**config.mk**
```make
export PLATFORM = sky130hd
export DESIGN_NAME = cache_req_arbiter
export DESIGN_NICKNAME = d
export VERILOG_FILES = /design/src/rtl/cache_req_arbiter.sv
export SDC_FILE = /design/constraint.sdc
export NUM_CORES = 1
export LEC_CHECK = 0
export CAP_MARGIN = 40
export CELL_PAD_IN_SITES_DETAIL_PLACEMENT = 0
export CELL_PAD_IN_SITES_GLOBAL_PLACEMENT = 1
export CORE_MARGIN = 4
export CORE_UTILIZATION = 29
export CTS_CLUSTER_SIZE = 25
export DETAILED_ROUTE_END_ITERATION = 12
export PLACE_DENSITY = 0.81
export SYNTH_ARGS = -nofsm -noshare
export SYNTH_HDL_FRONTEND = slang
export SYNTH_SLANG_ARGS = --single-unit
```
**constraint.sdc**
```tcl
create_clock -name clk_41 -period 3.8 [get_ports clk_41]
set_input_delay 0.95 -clock clk_41 [delete_from_list [all_inputs] [get_ports clk_41]]
set_output_delay 0.95 -clock clk_41 [all_outputs]
set_load 0.05 [all_outputs]
```
**src/rtl/cache_req_arbiter.sv**
```systemverilog
// cache_req_arbiter
//   Two-port round-robin request arbiter and miss sequencer in front of the
//   trace-driven cache model. One transaction is in flight at a time.
//   The winning address goes out on the single lookup port. The requester
//   then receives a hit/miss pulse. A miss response is delayed by MISS_LAT
//   fill-penalty cycles.
//
// Parameters
//   ADDR_W    address width (cache model byte address)
//   MISS_LAT  miss fill penalty in cycles, 1..255
//
// Ports
//   clk_41, rst_41                 clock, synchronous active-high reset
//   reqN_valid_41/reqN_addr_41     request from requester N (held until ready)
//   reqN_ready_41                  request N accepted this cycle (IDLE only)
//   respN_valid_41/respN_hit_41    one-cycle response pulse and hit flag
//   lk_valid_41/lk_addr_41         one-cycle lookup strobe and address
//   lk_resp_valid_41/lk_hit_41     cache lookup result (sampled in WAIT only)
//   busy_41                        high whenever not IDLE
//   hitsN_41/missesN_41            saturating per-requester statistics
//
// Build option
//   CACHE_ARB_STATS_EN  when defined, adds the four statistics counters and
//                       their ports.
module cache_req_arbiter #(
  parameter int ADDR_W   = 31,
  parameter int MISS_LAT = 8
) (
  input  logic              clk_41,
  input  logic              rst_41,
  input  logic              req0_valid_41,
  input  logic [ADDR_W-1:0] req0_addr_41,
  output logic              req0_ready_41,
  output logic              resp0_valid_41,
  output logic              resp0_hit_41,
  input  logic              req1_valid_41,
  input  logic [ADDR_W-1:0] req1_addr_41,
  output logic              req1_ready_41,
  output logic              resp1_valid_41,
  output logic              resp1_hit_41,
  output logic              lk_valid_41,
  output logic [ADDR_W-1:0] lk_addr_41,
  input  logic              lk_resp_valid_41,
  input  logic              lk_hit_41,
  output logic              busy_41
`ifdef CACHE_ARB_STATS_EN
  ,
  output logic [30:0]       hits0_41,
  output logic [30:0]       misses0_41,
  output logic [30:0]       hits1_41,
  output logic [30:0]       misses1_41
`endif
);

  typedef enum logic [2:0] {
    S_IDLE,
    S_ISSUE,
    S_WAIT,
    S_PENALTY,
    S_RESP
  } state_t;

  state_t            state_q, state_d;
  logic              last_grant_q;
  logic              id_q;
  logic              hit_q;
  logic [7:0]        cnt_q;
  logic [ADDR_W-1:0] addr_q;

  logic grant0, grant1, xfer;

  // Tie goes to whichever requester was not granted last.
  assign grant0 = req0_valid_41 & (~req1_valid_41 | last_grant_q);
  assign grant1 = req1_valid_41 & (~req0_valid_41 | ~last_grant_q);

  // Ready is masked by reset so nothing looks accepted in a reset cycle.
  assign req0_ready_41 = (state_q == S_IDLE) & ~rst_41 & grant0;
  assign req1_ready_41 = (state_q == S_IDLE) & ~rst_41 & grant1;
  assign xfer          = req0_ready_41 | req1_ready_41;

  always_comb begin
    state_d = state_q;
    case (state_q)
      S_IDLE:    if (xfer) state_d = S_ISSUE;
      S_ISSUE:   state_d = S_WAIT;
      S_WAIT:    if (lk_resp_valid_41) state_d = lk_hit_41 ? S_RESP : S_PENALTY;
      S_PENALTY: if (cnt_q == 8'd0) state_d = S_RESP;
      S_RESP:    state_d = S_IDLE;
      default:   state_d = S_IDLE;
    endcase
  end

  always_ff @(posedge clk_41) begin
    if (rst_41) begin
      state_q      <= S_IDLE;
      last_grant_q <= 1'b1;
      id_q         <= 1'b0;
      hit_q        <= 1'b0;
      cnt_q        <= 8'd0;
    end else begin
      state_q <= state_d;
      if (xfer) begin
        id_q         <= req1_ready_41;
        last_grant_q <= req1_ready_41;
      end
      if (state_q == S_WAIT && lk_resp_valid_41) begin
        hit_q <= lk_hit_41;
        cnt_q <= 8'(MISS_LAT - 1);
      end else if (state_q == S_PENALTY && cnt_q != 8'd0) begin
        cnt_q <= cnt_q - 8'd1;
      end
    end
  end

  // Address is data only; it is qualified by the ISSUE state on output.
  always_ff @(posedge clk_41) begin
    if (xfer) addr_q <= req1_ready_41 ? req1_addr_41 : req0_addr_41;
  end

  assign lk_valid_41    = (state_q == S_ISSUE);
  assign lk_addr_41     = lk_valid_41 ? addr_q : '0;
  assign resp0_valid_41 = (state_q == S_RESP) & ~id_q;
  assign resp1_valid_41 = (state_q == S_RESP) & id_q;
  assign resp0_hit_41   = resp0_valid_41 & hit_q;
  assign resp1_hit_41   = resp1_valid_41 & hit_q;
  assign busy_41        = (state_q != S_IDLE);

`ifdef CACHE_ARB_STATS_EN
  function automatic logic [30:0] sat_inc(input logic [30:0] v);
    return (v == '1) ? v : v + 31'd1;
  endfunction

  always_ff @(posedge clk_41) begin
    if (rst_41) begin
      hits0_41   <= '0;
      misses0_41 <= '0;
      hits1_41   <= '0;
      misses1_41 <= '0;
    end else if (state_q == S_RESP) begin
      case ({id_q, hit_q})
        2'b01:   hits0_41   <= sat_inc(hits0_41);
        2'b00:   misses0_41 <= sat_inc(misses0_41);
        2'b11:   hits1_41   <= sat_inc(hits1_41);
        default: misses1_41 <= sat_inc(misses1_41);
      endcase
    end
  end
`endif

endmodule

```
==> results.json, run 1 <==
{
  "status": "finished, final reports clean",
  "ff_type": "edfxtp_1",
  "placed_area_um2": 3448,
  "holdPathStages": 2,
  "utilization": 0.4558,
  "critical_path.startpoint": "req1_valid_41",
  "switching_power_uw": 939.9,
  "vias": 1887,
  "swShare": 0.4268,
  "cts_max_path_buffers": 2,
  "netlist_instances": 201,
  "fp.dieW_um": 98.16,
  "power.density_nw_per_um2": 618.8,
  "finalMaxSlewViolations": 0,
  "largest_reg_flops": 31,
  "synth.distinct_cells": 43,
  "most_common_cell": "and2_1",
  "logic_area_um2": 1056,
  "dp_cells": 402,
  "slowest_delay_ns": 0.71,
  "met3_usage": 0.03714,
  "nets": 377,
  "startpoint_type": "input pin",
  "timing.rr.end": "addr_q[20]",
  "setup_viol": 0,
  "wire_per_inst_um": 15.05,
  "fin_hold_ws_ns": 0.4920,
  "ys_ff": 45,
  "regMostFlops": "addr_q",
  "ir_drop_v": 0.0004478,
  "dp_slack_ns": 0.4980,
  "slew_headroom": 0.5219,
  "r2r_cells": 5,
  "path_class": "in -> out",
  "power.leakage_nw": 1.332,
  "yosys_area_um2": 2357,
  "post-dp-hpwl_um": 4625
}
==> run_1/sizes.png <==
The bar under the picture is 20 µm long.
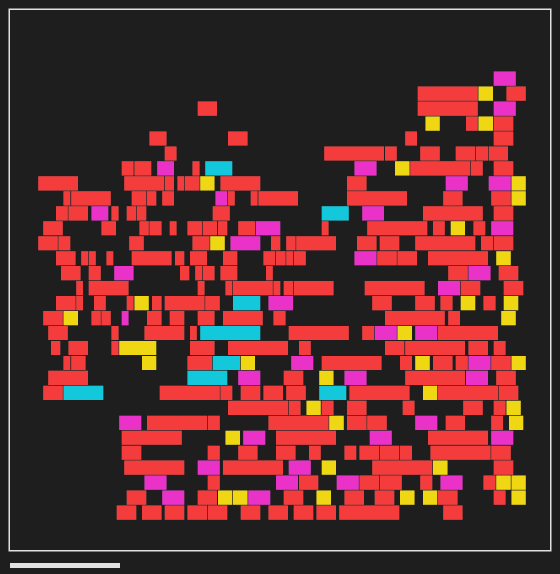
cyan -> _6 and larger  # cells 8
magenta -> _2 cells  # cells 38
red -> _0 and _1 cells  # cells 224
yellow -> _3 and _4 cells  # cells 38
Non-CTS buffers: 110
post-route setup slack: 0.5254 ns
Design Area, Final: 3558 µm²
Syn-to-layout area delta: 50.96%

==> run_1/detail.png <==
The bar under the picture is 10 µm long. Region (29, 9) to (69, 49) µm. Cells in grey, sequential cells in the stronger grey; small squares are vias.
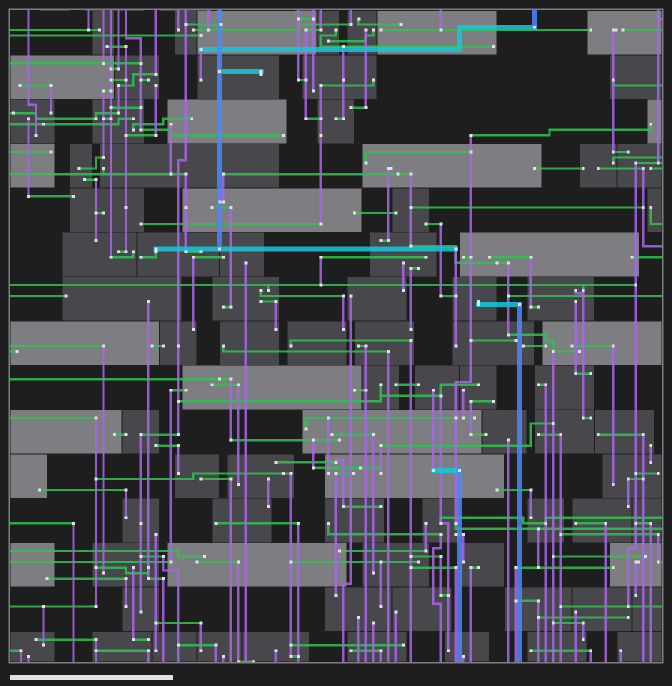
purple -> metal 2
cyan -> metal 3
green -> metal 1
blue -> metal 4
cells with their middle in the window = 79
most frequent = clkdlybuf4s50_1 (17), mux2_2 (12)
sequential cells in the window = 14
netlist names of flops here include = addr_q (10), cnt_q (4)

==> run_1/congestion.png <==
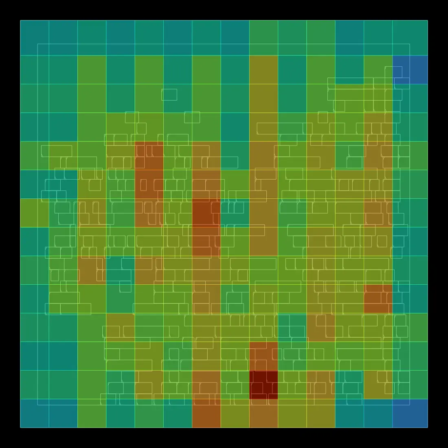
gr usage total: 0.1273
GRT met2 Usage: 0.2089
GR Util met1: 0.1586

==> run 2, diff against run 1 <==
CORE_UTILIZATION = 28   (was 29)
MAX_ROUTING_LAYER = met4   (was not set)
PLACE_DENSITY = 0.82   (was 0.81)
clock period = 2.9 ns   (was 3.8 ns; I/O delays follow)
==> run_2/detail.png <==
The bar under the picture is 10 µm long. Region (30, 10) to (70, 50) µm. Cells in grey, sequential cells in the stronger grey; small squares are vias.
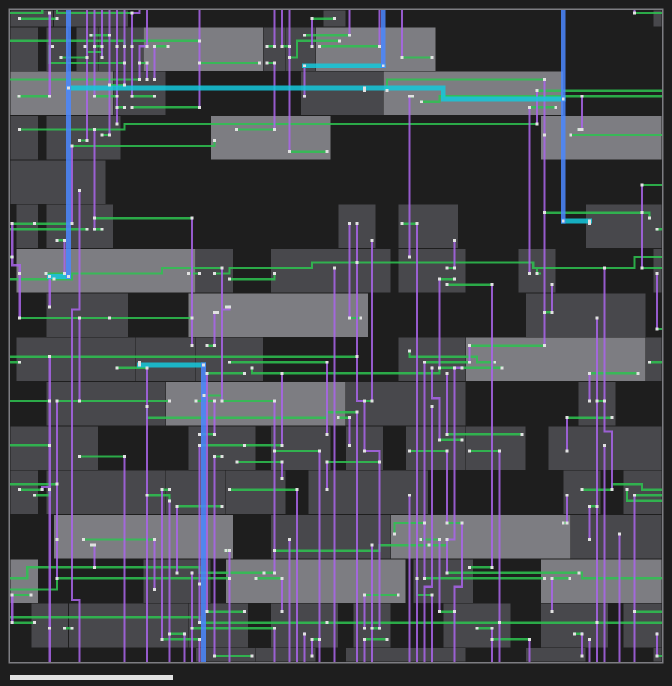
cyan -> metal 3
blue -> metal 4
green -> metal 1
purple -> metal 2
sequential cells in the window = 14
cells with their middle in the window = 67
netlist names of flops here include = addr_q (10), cnt_q (4)
most frequent = buf_12 (13), mux2_2 (10), edfxtp_1 (10)

==> results.json, run 2 <==
{
  "switching_power_mw": 1.295,
  "power.leakage_nw": 1.454,
  "most_common_cell": "and2_1",
  "startpoint_type": "flip-flop",
  "holdPathStages": 2,
  "placed_area_um2": 3880,
  "logic_area_um2": 1064,
  "regMostFlops": "addr_q",
  "gr-usage-all-layers": 0.1263,
  "synth.distinct_cells": 43,
  "grt.met1_usage": 0.1549,
  "swShare": 0.3972,
  "status": "finished, final reports clean",
  "r2r_cells": 5,
  "cts_max_path_buffers": 2,
  "rrSetupSlack_ns": 0.85,
  "grt_pass1_vias": 1849,
  "clockRootBuffer": "clkbuf_8",
  "post-dp-hpwl_um": 4494,
  "areaGrowthSynthToFinish_pct": 69.21,
  "nets": 378,
  "dp_slack_ns": 0.1300,
  "wire_per_inst_um": 14.33,
  "setup_viol": 0,
  "power.density_nw_per_um2": 817.5,
  "buffers_excl_clock": 111,
  "utilization": 0.4855,
  "min_to": "cnt_q[7]",
  "combPwrFrac": 0.568,
  "ys_ff": 45,
  "yosys_area_um2": 2357,
  "hold_viol": 0,
  "vias": 1876,
  "slowest_delay_ns": 0.80,
  "fp.coreArea_um2": 8217,
  "grt_most_used_layer": "met2",
  "grt_use_met2": 0.2063,
  "slew_headroom": 0.6425,
  "largest_reg_flops": 31,
  "timing.rr.end": "addr_q[19]",
  "critical_path.startpoint": "state_q[2]",
  "met3_usage": 0.02525,
  "netlist_instances": 201,
  "dp_cells": 406,
  "setup_ws_ns": 0.1323
}
